--- config.mk ---
export PLATFORM = sky130hd
export DESIGN_NAME = mkio_tx_sched
export DESIGN_NICKNAME = d
export VERILOG_FILES = /design/src/rtl/mkio_tx_sched.sv
export SDC_FILE = /design/constraint.sdc
export NUM_CORES = 1
export LEC_CHECK = 0
export CAP_MARGIN = 10
export CORE_UTILIZATION = 47
export CTS_BUF_LIST = sky130_fd_sc_hd__clkbuf_8
export DETAILED_ROUTE_END_ITERATION = 12
export GPL_TIMING_DRIVEN = 1
export PLACE_DENSITY = 0.73
export SLEW_MARGIN = 20
export SYNTH_ARGS = -nofsm -noshare
export SYNTH_HDL_FRONTEND = slang
export SYNTH_SLANG_ARGS = --single-unit
--- constraint.sdc ---
create_clock -name clk -period 3 [get_ports clk]
set_clock_uncertainty 0.1 [all_clocks]
set_input_delay 0.6 -clock clk [delete_from_list [all_inputs] [get_ports clk]]
set_output_delay 0.6 -clock clk [all_outputs]
set_load 0.01 [all_outputs]
--- src/rtl/mkio_tx_sched.sv ---
// Arbitrates the shared MKIO transmitter between the read-response (req0) and
// write-status (req1) paths. Optional per-word watchdog: define MKIO_TX_WDT_EN.
module mkio_tx_sched #(
  parameter logic [15:0] GAP_CYCLES = 16'd400,
  parameter logic [15:0] BUSY_TO    = 16'd64,
  parameter logic [15:0] WORD_TO    = 16'd2000
) (
  input  logic        clk,
  input  logic        reset,
  input  logic        abort,
  input  logic        req0_ready,
  input  logic [15:0] req0_data,
  input  logic        req0_cd,
  input  logic        req0_last,
  output logic        req0_ack,
  input  logic        req1_ready,
  input  logic [15:0] req1_data,
  input  logic        req1_cd,
  input  logic        req1_last,
  output logic        req1_ack,
  output logic        tx_ready,
  output logic [15:0] tx_data,
  output logic        tx_cd,
  input  logic        tx_busy,
  output logic [1:0]  grant,
  output logic        busy,
  output logic        err,
  output logic [2:0]  state_dbg
);

  // Handshake: a requester holds reqN_ready with a stable word until it sees
  // reqN_ack for one cycle; that same cycle tx_ready pulses to the transmitter,
  // which answers by raising tx_busy and lowers it when the frame is done.
  typedef enum logic [2:0] {
    IDLE      = 3'd0,
    GAP       = 3'd1,
    LOAD      = 3'd2,
    WAIT_BUSY = 3'd3,
    WAIT_IDLE = 3'd4
  } state_t;

  state_t      state;
  logic [15:0] gap_cnt;
  logic [15:0] to_cnt;
  logic        last_q;
  logic        rr_pri;

  logic        sel_ready;
  logic [15:0] sel_data;
  logic        sel_cd;
  logic        sel_last;

  assign sel_ready = grant[1] ? req1_ready : (grant[0] & req0_ready);
  assign sel_data  = grant[1] ? req1_data  : req0_data;
  assign sel_cd    = grant[1] ? req1_cd    : req0_cd;
  assign sel_last  = grant[1] ? req1_last  : req0_last;
  assign state_dbg = state;

`ifdef MKIO_TX_WDT_EN
  logic [15:0] wd_cnt;
  logic        wd_on;
`else
  logic [15:0] word_to_unused;
  assign word_to_unused = WORD_TO;
`endif

  always_ff @(posedge clk) begin
    if (reset) begin
      state    <= IDLE;
      gap_cnt  <= 16'd0;
      to_cnt   <= 16'd0;
      last_q   <= 1'b0;
      rr_pri   <= 1'b0;
      grant    <= 2'b00;
      busy     <= 1'b0;
      err      <= 1'b0;
      tx_ready <= 1'b0;
      tx_data  <= 16'h0000;
      tx_cd    <= 1'b0;
      req0_ack <= 1'b0;
      req1_ack <= 1'b0;
`ifdef MKIO_TX_WDT_EN
      wd_cnt   <= 16'd0;
      wd_on    <= 1'b0;
`endif
    end else begin
      tx_ready <= 1'b0;
      req0_ack <= 1'b0;
      req1_ack <= 1'b0;
      err      <= 1'b0;
      if (abort) begin
        state <= IDLE;
        grant <= 2'b00;
        busy  <= 1'b0;
      end else begin
        case (state)
          IDLE: begin
            if (req0_ready || req1_ready) begin
              // Contention goes to rr_pri; a lone requester wins regardless.
              if (req0_ready && (!req1_ready || !rr_pri)) grant <= 2'b01;
              else                                        grant <= 2'b10;
              gap_cnt <= GAP_CYCLES;
              busy    <= 1'b1;
              state   <= (GAP_CYCLES == 16'd0) ? LOAD : GAP;
`ifdef MKIO_TX_WDT_EN
              wd_on   <= 1'b0;
`endif
            end
          end
          GAP: begin
            if (gap_cnt <= 16'd1) begin
              gap_cnt <= 16'd0;
              state   <= LOAD;
            end else begin
              gap_cnt <= gap_cnt - 16'd1;
            end
          end
          LOAD: begin
            if (sel_ready) begin
              tx_data  <= sel_data;
              tx_cd    <= sel_cd;
              last_q   <= sel_last;
              req0_ack <= grant[0];
              req1_ack <= grant[1];
              tx_ready <= 1'b1;
              to_cnt   <= BUSY_TO;
              state    <= WAIT_BUSY;
            end
`ifdef MKIO_TX_WDT_EN
            else if (wd_on) begin
              if (wd_cnt <= 16'd1) begin
                wd_cnt <= 16'd0;
                err    <= 1'b1;
                grant  <= 2'b00;
                busy   <= 1'b0;
                state  <= IDLE;
              end else begin
                wd_cnt <= wd_cnt - 16'd1;
              end
            end
`endif
          end
          WAIT_BUSY: begin
            if (tx_busy) begin
              state <= WAIT_IDLE;
            end else if (to_cnt <= 16'd1) begin
              to_cnt <= 16'd0;
              err    <= 1'b1;
              grant  <= 2'b00;
              busy   <= 1'b0;
              state  <= IDLE;
            end else begin
              to_cnt <= to_cnt - 16'd1;
            end
          end
          WAIT_IDLE: begin
            if (!tx_busy) begin
              if (last_q) begin
                // Priority passes to the requester that did not just finish.
                rr_pri <= grant[0];
                grant  <= 2'b00;
                busy   <= 1'b0;
                state  <= IDLE;
              end else begin
                state  <= LOAD;
`ifdef MKIO_TX_WDT_EN
                wd_cnt <= WORD_TO;
                wd_on  <= 1'b1;
`endif
              end
            end
          end
          default: begin
            state <= IDLE;
            grant <= 2'b00;
            busy  <= 1'b0;
          end
        endcase
      end
    end
  end

endmodule
power_grid.png
Scale bar: 20 um. Pins as bars on the die edge.
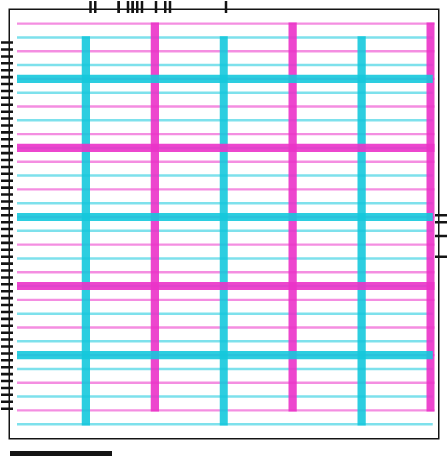
legend:
  VDD:
    color: magenta
  VSS:
    color: cyan
rows: 29
met1 rails: 30
met5 straps: 5

placement_by_type.png
Scale bar: 20 um.
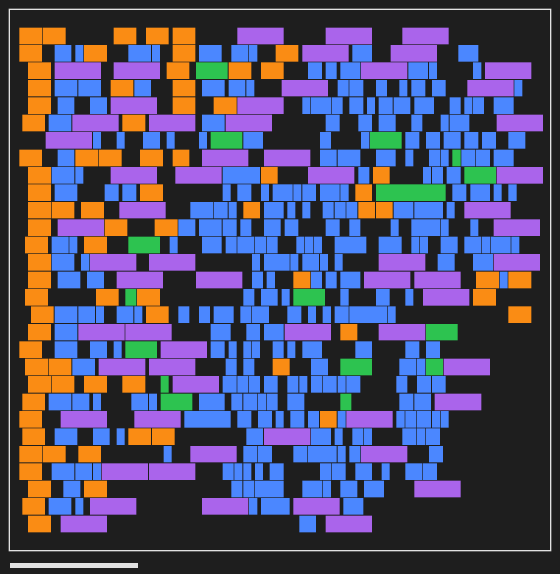
legend:
  other buffers and delay cells:
    color: orange
    cells: 79
  clock drivers and dummy loads:
    color: green
    cells: 16
  flops:
    color: purple
    cells: 61
  combinational and other logic:
    color: blue
    cells: 288

clk_routes.png
Scale bar: 20 um.
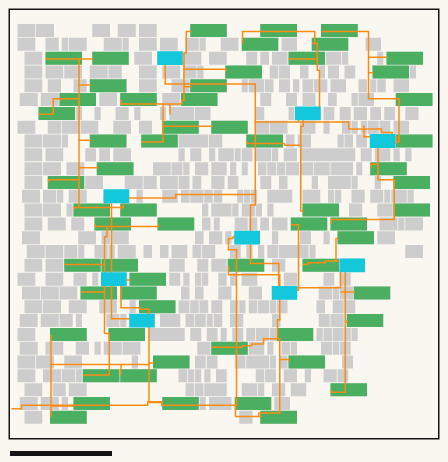
legend:
  clock wires:
    color: orange
    length: 856 um
  flip-flops:
    color: green
    count: 61
  clock drivers:
    color: cyan
    count: 9
flops lie: widely spread

==> Changelog: implementation <==
### Changed

- Status: finished, violations left
- Violated checks: design-rule violations
- Worst slew pin tran: between 500 and 600 ps
- Post-Layout Cell Count: around 520
- Initial antenna violation count: 0
- FP Util: 49.3%
- Drt via density: 5.85
- Max_cap viols: 0
- Grt peak-use layer: met2
- Final period utilization: between 80 and 90%
- Total track usage: 23.2%
- Max Clk Rate: about 0.4 GHz
- Pin count of the biggest net entering global routing: 38
- Final wirelength: 7710 um
- Critical path arrival: roughly 2700 ps
- Die Y: 84.3 um
- Fin nets: 485
- DRC errors left: 2
- Seq share, synth: a little under two fifths
- Ys flop type: dfxtp_1
- Worst Setup SP: state_dbg[1]$_SDFFE_PP0P_
- Cell Rows: 29
- CTS tree: yes
- Syn Inst Count: 373
- CTS Root Cell: clkbuf_8
wires.png
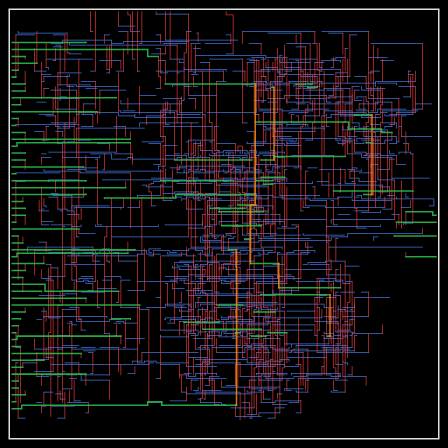
legend:
  metal 1:
    color: blue
    wire_length: 3,400 um
  metal 2:
    color: red
    wire_length: 3,420 um
  metal 4:
    color: orange
    wire_length: 110 um
  metal 3:
    color: green
    wire_length: 777 um

congestion.png
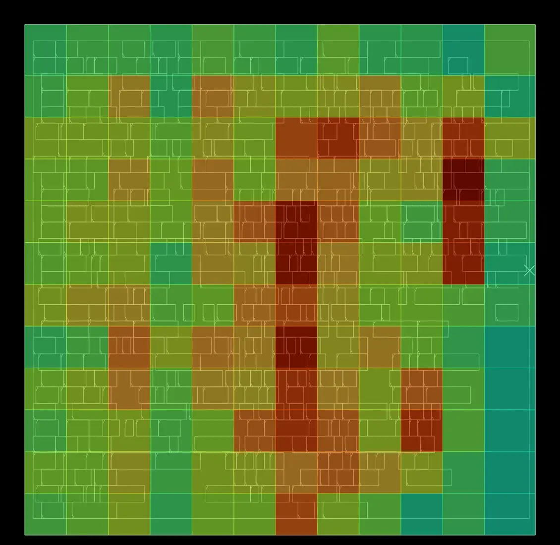
Wirelength per Cell: 14.8 um
post-layout utilization of the core: 63.3%

registers in the layout, summed over array words and instances, names as in the netlist:
name	cells
busy	1
err	1
gap_cnt	16
grant	2
last_q	1
req0_ack	1
req1_ack	1
rr_pri	1
state_dbg	3
to_cnt	16
tx_cd	1
tx_data	16
tx_ready	1
cells in the mapped netlist, types with 3 or more instances:
cell type,n
dfxtp_1,61
nor2_1,58
a211oi_1,23
nand2_1,22
mux2i_1,20
nor4_1,16
clkbuf_1,14
nand3_1,14
a21oi_1,12
nor3_1,11
xnor2_1,11
a31oi_1,9
or3_1,9
inv_1,8
or4_1,8
o21ai_0,7
and3_1,4
buf_6,4
ha_1,4
o31ai_1,4
or2_2,4
o211ai_1,3
routing by layer:
metal | vias up | wire length, um | share of wire (%)
met4 | 0 | 109 | 1.4
met5 | - | 0 | 0
met3 | 15 | 776 | 10
met1 | 1402 | 3400 | 44
li1 | 1512 | - | -
met2 | 118 | 3420 | 44
critical path: stages, from the launching register on:
cell,delay (ps)
dfxtp_1,590
inv_1,210
or2_0,410
a21o_2,310
or4_2,650
a31oi_1,160
logic make-up (layout without fill, tap and decap cells):
group / count (synthesis) / in the layout / share of synthesized area (%)
compound gates: 80 / 80 / 18.2
xor+xnor: 12 / 12 / 3.30
fa+ha+maj: 4 / 4 / 1.57
buf+inv: 32 / 103 / 5.62
flops: 61 / 61 / 38.4
mux: 20 / 20 / 6.29
simple gates: 164 / 164 / 26.7
power breakdown:
part	switching (mW)	leakage, nW	internal (mW)
Clock	0.323	0.105	0.397
Combinational	0.159	0.886	0.161
Sequential	0.0345	0.494	0.837
Total	0.517	1.48	1.39
per-stage QoR:
stage | setup WS, ps | util [%] | hold WS, ps | instance area, sq um
after floorplan | 732 | - | 354 | 3180
after global placement | 391 | 60.4 | 371 | 3900
after global routing | 324 | 63.3 | 413 | 4090
final | 495 | 63.3 | 384 | 4090
after CTS | 509 | 63.3 | 385 | 4090
after detailed placement | 376 | 60.4 | 368 | 3900
final timing paths:
path	end	cells past startpoint
worst max-delay path	to_cnt[3]$_SDFFE_PP0P_	5
worst min-delay path	to_cnt[1]$_SDFFE_PP0P_	2
worst max register to register	to_cnt[3]$_SDFFE_PP0P_	5
worst min register to register	to_cnt[1]$_SDFFE_PP0P_	2
cell usage in the layout (no fill, tap or decap), types with 12 or more instances in the layout:
cell type / instances
clkdlybuf4s50_1: 68
dfxtp_1: 61
nor2_1: 58
a211oi_1: 23
nand2_1: 22
mux2i_1: 20
nor4_1: 16
nand3_1: 14
a21oi_1: 12
final cells by class:
cell class	instances	area [sq um]
tap	77	96.3
multi-input combinational	280	1790
fill	599	2370
clock buffer	10	138
sequential	61	1220
timing repair buffer	79	763
inverter	8	30.0
clock inverter	6	55.1
Power is estimated from default activity; no workload was simulated.
